## src/rtl/lsu_ctrl.sv

```systemverilog
// Load/store unit controller: validates an EX/MEM access, runs a single-request
// memory handshake with a watchdog, and formats load data for MEM/WB.
module lsu_ctrl #(
  parameter int unsigned WAIT_MAX = 255
) (
  input  logic        clk,
  input  logic        rst,
  input  logic        memread_in,
  input  logic        memwrite_in,
  input  logic [2:0]  funct3,
  input  logic [31:0] addr,
  input  logic [31:0] wdata,
  output logic        dm_req,
  output logic        dm_we,
  output logic [31:0] dm_addr,
  output logic [3:0]  dm_wstrb,
  output logic [31:0] dm_wdata,
  input  logic        dm_gnt,
  input  logic        dm_rvalid,
  input  logic [31:0] dm_rdata,
  output logic [31:0] mem_rdata,
  output logic        stall,
  output logic        mem_fault
);

  localparam int unsigned WD_W = 16;
  localparam logic [WD_W-1:0] WD_LAST = WD_W'(WAIT_MAX - 1);

  localparam logic [1:0] S_IDLE = 2'd0;
  localparam logic [1:0] S_REQ  = 2'd1;
  localparam logic [1:0] S_WAIT = 2'd2;
  localparam logic [1:0] S_DONE = 2'd3;

  logic [1:0]      state_q, state_d;
  logic [WD_W-1:0] wd_q;
  logic            we_q;
  logic [29:0]     waddr_q;
  logic [1:0]      off_q;
  logic [2:0]      f3_q;
  logic [3:0]      wstrb_q;
  logic [31:0]     wdata_q;
  logic [31:0]     rdata_q;
  logic            fault_q;

  logic            any_c, legal_c, f3_ok_c, align_ok_c;
  logic [3:0]      st_wstrb_c;
  logic [31:0]     st_wdata_c;
  logic            start_c, load_done_c, fault_c, wd_exp_c;

  // Select and extend the addressed byte/halfword of a raw read word.
  function automatic logic [31:0] fmt_load(input logic [2:0]  f3,
                                           input logic [1:0]  off,
                                           input logic [31:0] w);
    logic [7:0]  b;
    logic [15:0] h;
    b = 8'(w >> {off, 3'b000});
    h = off[1] ? w[31:16] : w[15:0];
    case (f3)
      3'b000:  return {{24{b[7]}}, b};
      3'b001:  return {{16{h[15]}}, h};
      3'b100:  return {24'd0, b};
      3'b101:  return {16'd0, h};
      default: return w;
    endcase
  endfunction

  // Access legality and store lane placement for the incoming request.
  always_comb begin
    any_c      = memread_in | memwrite_in;
    f3_ok_c    = 1'b0;
    align_ok_c = 1'b1;
    st_wstrb_c = 4'b0000;
    st_wdata_c = 32'd0;
    case (funct3)
      3'b000, 3'b001, 3'b010: f3_ok_c = 1'b1;
      3'b100, 3'b101:         f3_ok_c = ~memwrite_in;
      default:                f3_ok_c = 1'b0;
    endcase
    case (funct3[1:0])
      2'b01:   align_ok_c = ~addr[0];
      2'b10:   align_ok_c = (addr[1:0] == 2'b00);
      default: align_ok_c = 1'b1;
    endcase
    legal_c = ~(memread_in & memwrite_in) & f3_ok_c & align_ok_c;
    if (memwrite_in) begin
      case (funct3[1:0])
        2'b00: begin
          st_wstrb_c = 4'b0001 << addr[1:0];
          st_wdata_c = {4{wdata[7:0]}};
        end
        2'b01: begin
          st_wstrb_c = addr[1] ? 4'b1100 : 4'b0011;
          st_wdata_c = {2{wdata[15:0]}};
        end
        default: begin
          st_wstrb_c = 4'b1111;
          st_wdata_c = wdata;
        end
      endcase
    end
  end

  // Next-state and handshake decisions; a grant beats watchdog expiry.
  always_comb begin
    state_d     = state_q;
    start_c     = 1'b0;
    load_done_c = 1'b0;
    fault_c     = 1'b0;
    wd_exp_c    = (wd_q >= WD_LAST);
    case (state_q)
      S_IDLE: begin
        if (any_c) begin
          if (legal_c) begin
            state_d = S_REQ;
            start_c = 1'b1;
          end else begin
            fault_c = 1'b1;
          end
        end
      end
      S_REQ: begin
        if (dm_gnt) begin
          state_d = we_q ? S_DONE : S_WAIT;
        end else if (wd_exp_c) begin
          state_d = S_DONE;
          fault_c = 1'b1;
        end
      end
      S_WAIT: begin
        if (dm_rvalid) begin
          state_d     = S_DONE;
          load_done_c = 1'b1;
        end else if (wd_exp_c) begin
          state_d = S_DONE;
          fault_c = 1'b1;
        end
      end
      default: state_d = S_IDLE;
    endcase
  end

  // State register.
  always_ff @(posedge clk or negedge rst) begin
    if (!rst) state_q <= S_IDLE;
    else      state_q <= state_d;
  end

  // Watchdog, latched access fields, load result and fault pulse.
  always_ff @(posedge clk or negedge rst) begin
    if (!rst) begin
      wd_q    <= '0;
      we_q    <= 1'b0;
      waddr_q <= '0;
      off_q   <= '0;
      f3_q    <= '0;
      wstrb_q <= '0;
      wdata_q <= '0;
      rdata_q <= '0;
      fault_q <= 1'b0;
    end else begin
      fault_q <= fault_c;
      if (start_c) begin
        wd_q    <= '0;
        we_q    <= memwrite_in;
        waddr_q <= addr[31:2];
        off_q   <= addr[1:0];
        f3_q    <= funct3;
        wstrb_q <= st_wstrb_c;
        wdata_q <= st_wdata_c;
      end else if (state_q == S_REQ || state_q == S_WAIT) begin
        wd_q <= wd_q + WD_W'(1);
      end
      if (load_done_c) rdata_q <= fmt_load(f3_q, off_q, dm_rdata);
    end
  end

  assign dm_req    = (state_q == S_REQ);
  assign dm_we     = we_q;
  assign dm_addr   = {waddr_q, 2'b00};
  assign dm_wstrb  = wstrb_q;
  assign dm_wdata  = wdata_q;
  assign mem_rdata = rdata_q;
  assign mem_fault = fault_q;
  assign stall     = (state_q == S_REQ) || (state_q == S_WAIT) ||
                     ((state_q == S_IDLE) && any_c && legal_c);

endmodule

```

## config.mk

```make
export PLATFORM = sky130hd
export DESIGN_NAME = lsu_ctrl
export DESIGN_NICKNAME = d
export VERILOG_FILES = /design/src/rtl/lsu_ctrl.sv
export SDC_FILE = /design/constraint.sdc
export NUM_CORES = 1
export LEC_CHECK = 0
export ABC_AREA = 1
export CAP_MARGIN = 20
export CORE_MARGIN = 4
export CORE_UTILIZATION = 51
export CTS_BUF_LIST = sky130_fd_sc_hd__clkbuf_4
export DETAILED_ROUTE_END_ITERATION = 10
export GPL_ROUTABILITY_DRIVEN = 0
export GPL_TIMING_DRIVEN = 1
export PLACE_DENSITY = 0.88
export SLEW_MARGIN = 20
export SYNTH_ARGS = -nofsm -noshare
export SYNTH_HDL_FRONTEND = slang
export SYNTH_SLANG_ARGS = --single-unit
```

## constraint.sdc

```tcl
create_clock -name clk -period 3.8 [get_ports clk]
set_input_delay 0.76 -clock clk [delete_from_list [all_inputs] [get_ports clk]]
set_output_delay 0.76 -clock clk [all_outputs]
set_load 0.03 [all_outputs]
```

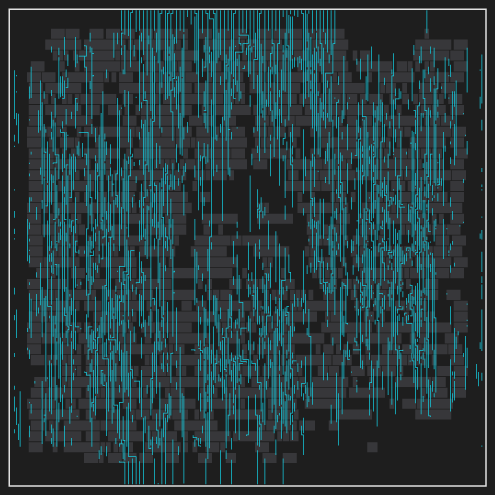
Fig. 1. Metal 2 (run 1).
(4 px per um) Cells faint in the background.
wire length on this layer: 8510 um
nets with wire on the layer: 903
share of all routed wire: 47%
vias after detailed routing: 6109
met2 Resource Use GR: 40.64%

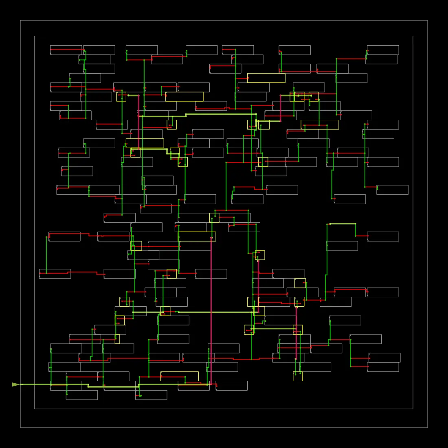
Fig. 2. Clock routing (run 1).
final clock skew: 13.73 ps
number of clock buffers in the layout: 17

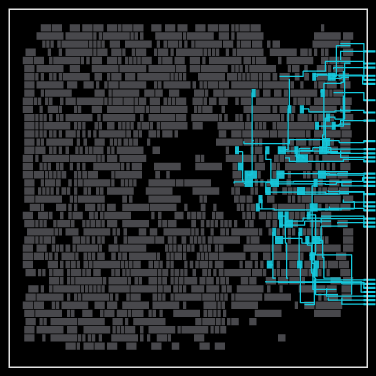
Fig. 3. Wires at chosen ports, followed through buffers (run 1).
(3 px per um)
[dm_rdata] cyan | direction: input | end cells: 51 | buffers: 32 | wire: 1270 um
number of placed I/O pins: 209
count of port buffers added during placement: 206

==> summary.txt, run 1 <==
The synthesis and place-and-route flow finished, so here is a summary.

Signal routing reaches up to met4. The data arrival at the endpoint of the critical path came out at around 2700 ps. Of all power groups, the one with the highest power is combinational logic. The run finished with clean final reports.

STA classifies the critical path endpoint as a primary output. The number of standard-cell rows in the floorplan is ~40. The synthesized chip area reported by yosys came out at ~6300 um2. The number of DRC markers in iteration 0 came out at between 600 and 700. The total congestion overflow after global routing came out at 0. The multi-input gate share of total cell area came out at 31.39%. The number of non-clock buffers in the layout is 214. The initial antenna violation count came out at 0. The internal cell power came out at roughly 4 mW. After filler insertion, the fill cell instance count of the layout stands at between 900 and 1000. The family with the most delay on the worst path is buffers and inverters.

The post-route report lists met1 wire length as between 7 and 8 mm. The number of DRC violations after detailed routing came out at 0. The final layout report lists a non-clock inverter count of slightly above 60. The largest vdd supply drop is around 0.00048 V. Per the synth stats, the flop cell with the highest instance count is dfrtp_1. The sequential cell area fraction in the yosys report is about half. The sink count of the clock tree came out at 123. The post-cts repair resize count is 0. The clock-net power is about 1.2 mW. The number of cells reported by Yosys stat comes to approximately 840.
## run 1: flip-flops by register name, summed over array words and instances (netlist names)
register,flops
dm_wdata,32
mem_rdata,32
waddr_q,30
wd_q,16
dm_wstrb,4
f3_q,3
off_q,2
state_q,2
dm_we,1
mem_fault,1
## run 1: through the flow
step	total power [mW]	setup WS [ps]	cells
2_1_floorplan	4.425	857.5	841
5_1_grt	7.544	137.9	1196
6_report	7.097	338.4	1196
3_3_place_gp	5.853	424.6	1164
4_1_cts	7.133	341.4	1196
3_5_place_dp	5.917	303.4	1164
Fig. 4: run 1, cell classes on the final placement
(3 px per um) Fill, decap, tap and diode cells in gray.
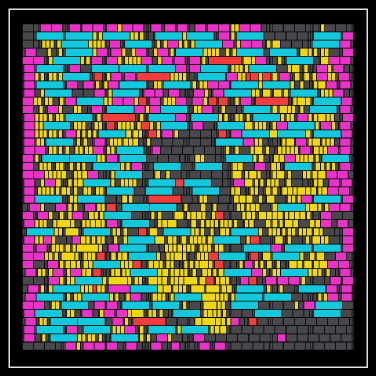

==> run 2, diff against run 1 <==
--- a/config.mk
+++ b/config.mk
@@ -5,15 +5,14 @@
 export SDC_FILE = /design/constraint.sdc
 export NUM_CORES = 1
 export LEC_CHECK = 0
-export ABC_AREA = 1
 export CAP_MARGIN = 20
 export CORE_MARGIN = 4
-export CORE_UTILIZATION = 51
+export CORE_UTILIZATION = 52
 export CTS_BUF_LIST = sky130_fd_sc_hd__clkbuf_4
 export DETAILED_ROUTE_END_ITERATION = 10
 export GPL_ROUTABILITY_DRIVEN = 0
 export GPL_TIMING_DRIVEN = 1
-export PLACE_DENSITY = 0.88
+export PLACE_DENSITY = 0.89
 export SLEW_MARGIN = 20
 export SYNTH_ARGS = -nofsm -noshare
 export SYNTH_HDL_FRONTEND = slang
==> constraint.sdc (replaced) <==
create_clock -name clk -period 4.05 [get_ports clk]
set_input_delay 0.81 -clock clk [delete_from_list [all_inputs] [get_ports clk]]
set_output_delay 0.81 -clock clk [all_outputs]
set_load 0.03 [all_outputs]
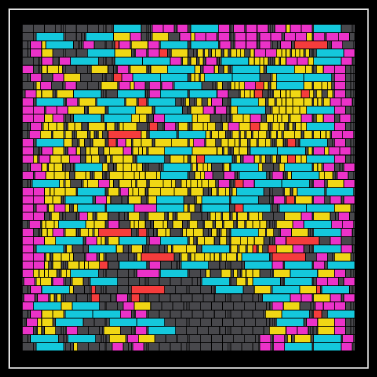
Fig. 5. Cell classes on the final placement (run 2).
(3 px per um) Fill, decap, tap and diode cells in gray.
[combinational and other logic] yellow | cells: 439 | share of their area: 35%
[sequential cells] cyan | cells: 123 | share of their area: 36%
[clock drivers and dummy loads] red | cells: 32 | share of their area: 4.4%
[remaining buffers and delay cells] magenta | cells: 214 | share of their area: 25%
row count: 40
summed area of non-filler cells in the final layout: 8869 um2

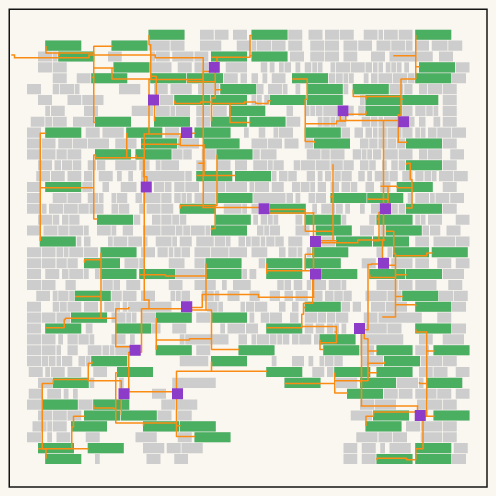
Fig. 6. Clock distribution (run 2).
(4 px per um)
[clock wires] orange | length: 1490 um
[flip-flops] green | count: 123
[clock drivers] purple | count: 17
flops lie: widely spread
routed clock nets: 18
clock network power consumption: 1.13 mW
worst-skew pair later-pin latency: 530 ps

==> run 2 against run 1 <==
  * Largest cell class unchanged
  * Critical endpoint unchanged
  * Sequential cell count unchanged
  * Critical path depth is the same
  * Global-route usage down 1.4 points
  * Clock-buffer cell count grew 1
  * Area after synthesis is 2.4% higher
  * Highest routed layer unchanged
  * Largest power group unchanged
  * Synthesized cell count decreased by 29%
  * Die size rose by 0.40%
  * Sequential share of layout area down 0.52 points
  * Core utilization rose by 0.79 points
  * Power rose by 0.97%
==> summary.txt, run 2 <==
The synthesis and place-and-route flow finished, so here is a summary.

The flow ran to the end, and the final reports show no timing, DRC or antenna violations. Counting the inverters off the clock network in the layout gives 40. The met2 track demand over resource in global routing is around two fifths. The initial antenna violation count was 0. Logged for this run, the post-placement worst setup slack is around 510 ps. Per the power-grid run, VDD falls by no more than ~0.00043 V.

The floorplan report gives the top-level pin count as 209. In this run, post-CTS repair resized a total of 0 instances. The largest share of the power goes to combinational logic. The internal power of the cells totals 4.189 mW. The data arrival at the endpoint of the critical path came out at 2750 ps.

The multi-input gate share of total cell area came out at 32.70%. The total via count in the routed design is 5354. The post-layout worst setup margin came out at 494.5 ps. The met1 wire length is approximately 7.2 mm. The worst setup path is captured at a primary output. Yosys stat counts about 600 cells in the synthesized netlist. The quantity of I/O buffers inserted on ports came out at 206. The final timing report lists clock skew as approximately 13 ps. The overall power consumption came out at between 7 and 8 mW. In this run, the number of DRC markers left after iteration 0 of detailed routing was between 400 and 500. The critical path goes through clkdlybuf4s50_1, inv_1, ha_1, nor2_4, o21ai_0, and4_4, or2_2, buf_12. Routed signal wires occupy layers up through met4. The synthesized chip area reported by yosys came out at about 6400 um2.

The sequential cell area fraction in the yosys report is 47.99%. In the final layout, the fill cell count is a little over 800. The number of clock buffers in the layout is 18. The final cell count without fillers is 976. The number of non-clock buffers in the layout came out at about 210. In the synthesized netlist the dominant register cell turns out to be dfrtp_1.
run 2: cell types whose count changed after synthesis, moves of 14 or more:
cell,before,now
inv_1,54,39
nor2_1,104,34
a21boi_0,0,14
o21bai_1,16,0
mux2i_1,0,41
mux2_4,0,44
nand2_1,353,58
run 2: logic make-up (layout without fill, tap and decap cells):
| group | count (synthesis) | in the layout | share of synthesized area (%) |
|---|---|---|---|
| buf+inv | 78 | 286 | 6.847 |
| compound gates | 127 | 127 | 11.98 |
| mux | 89 | 89 | 17.58 |
| simple gates | 160 | 160 | 12.15 |
| flops | 123 | 123 | 47.99 |
| fa+ha+maj | 9 | 9 | 1.756 |
| other cells | 1 | 2 | 0.05847 |
| xor+xnor | 12 | 12 | 1.639 |
No activity file was given, so power comes from the tool's default toggle rates.
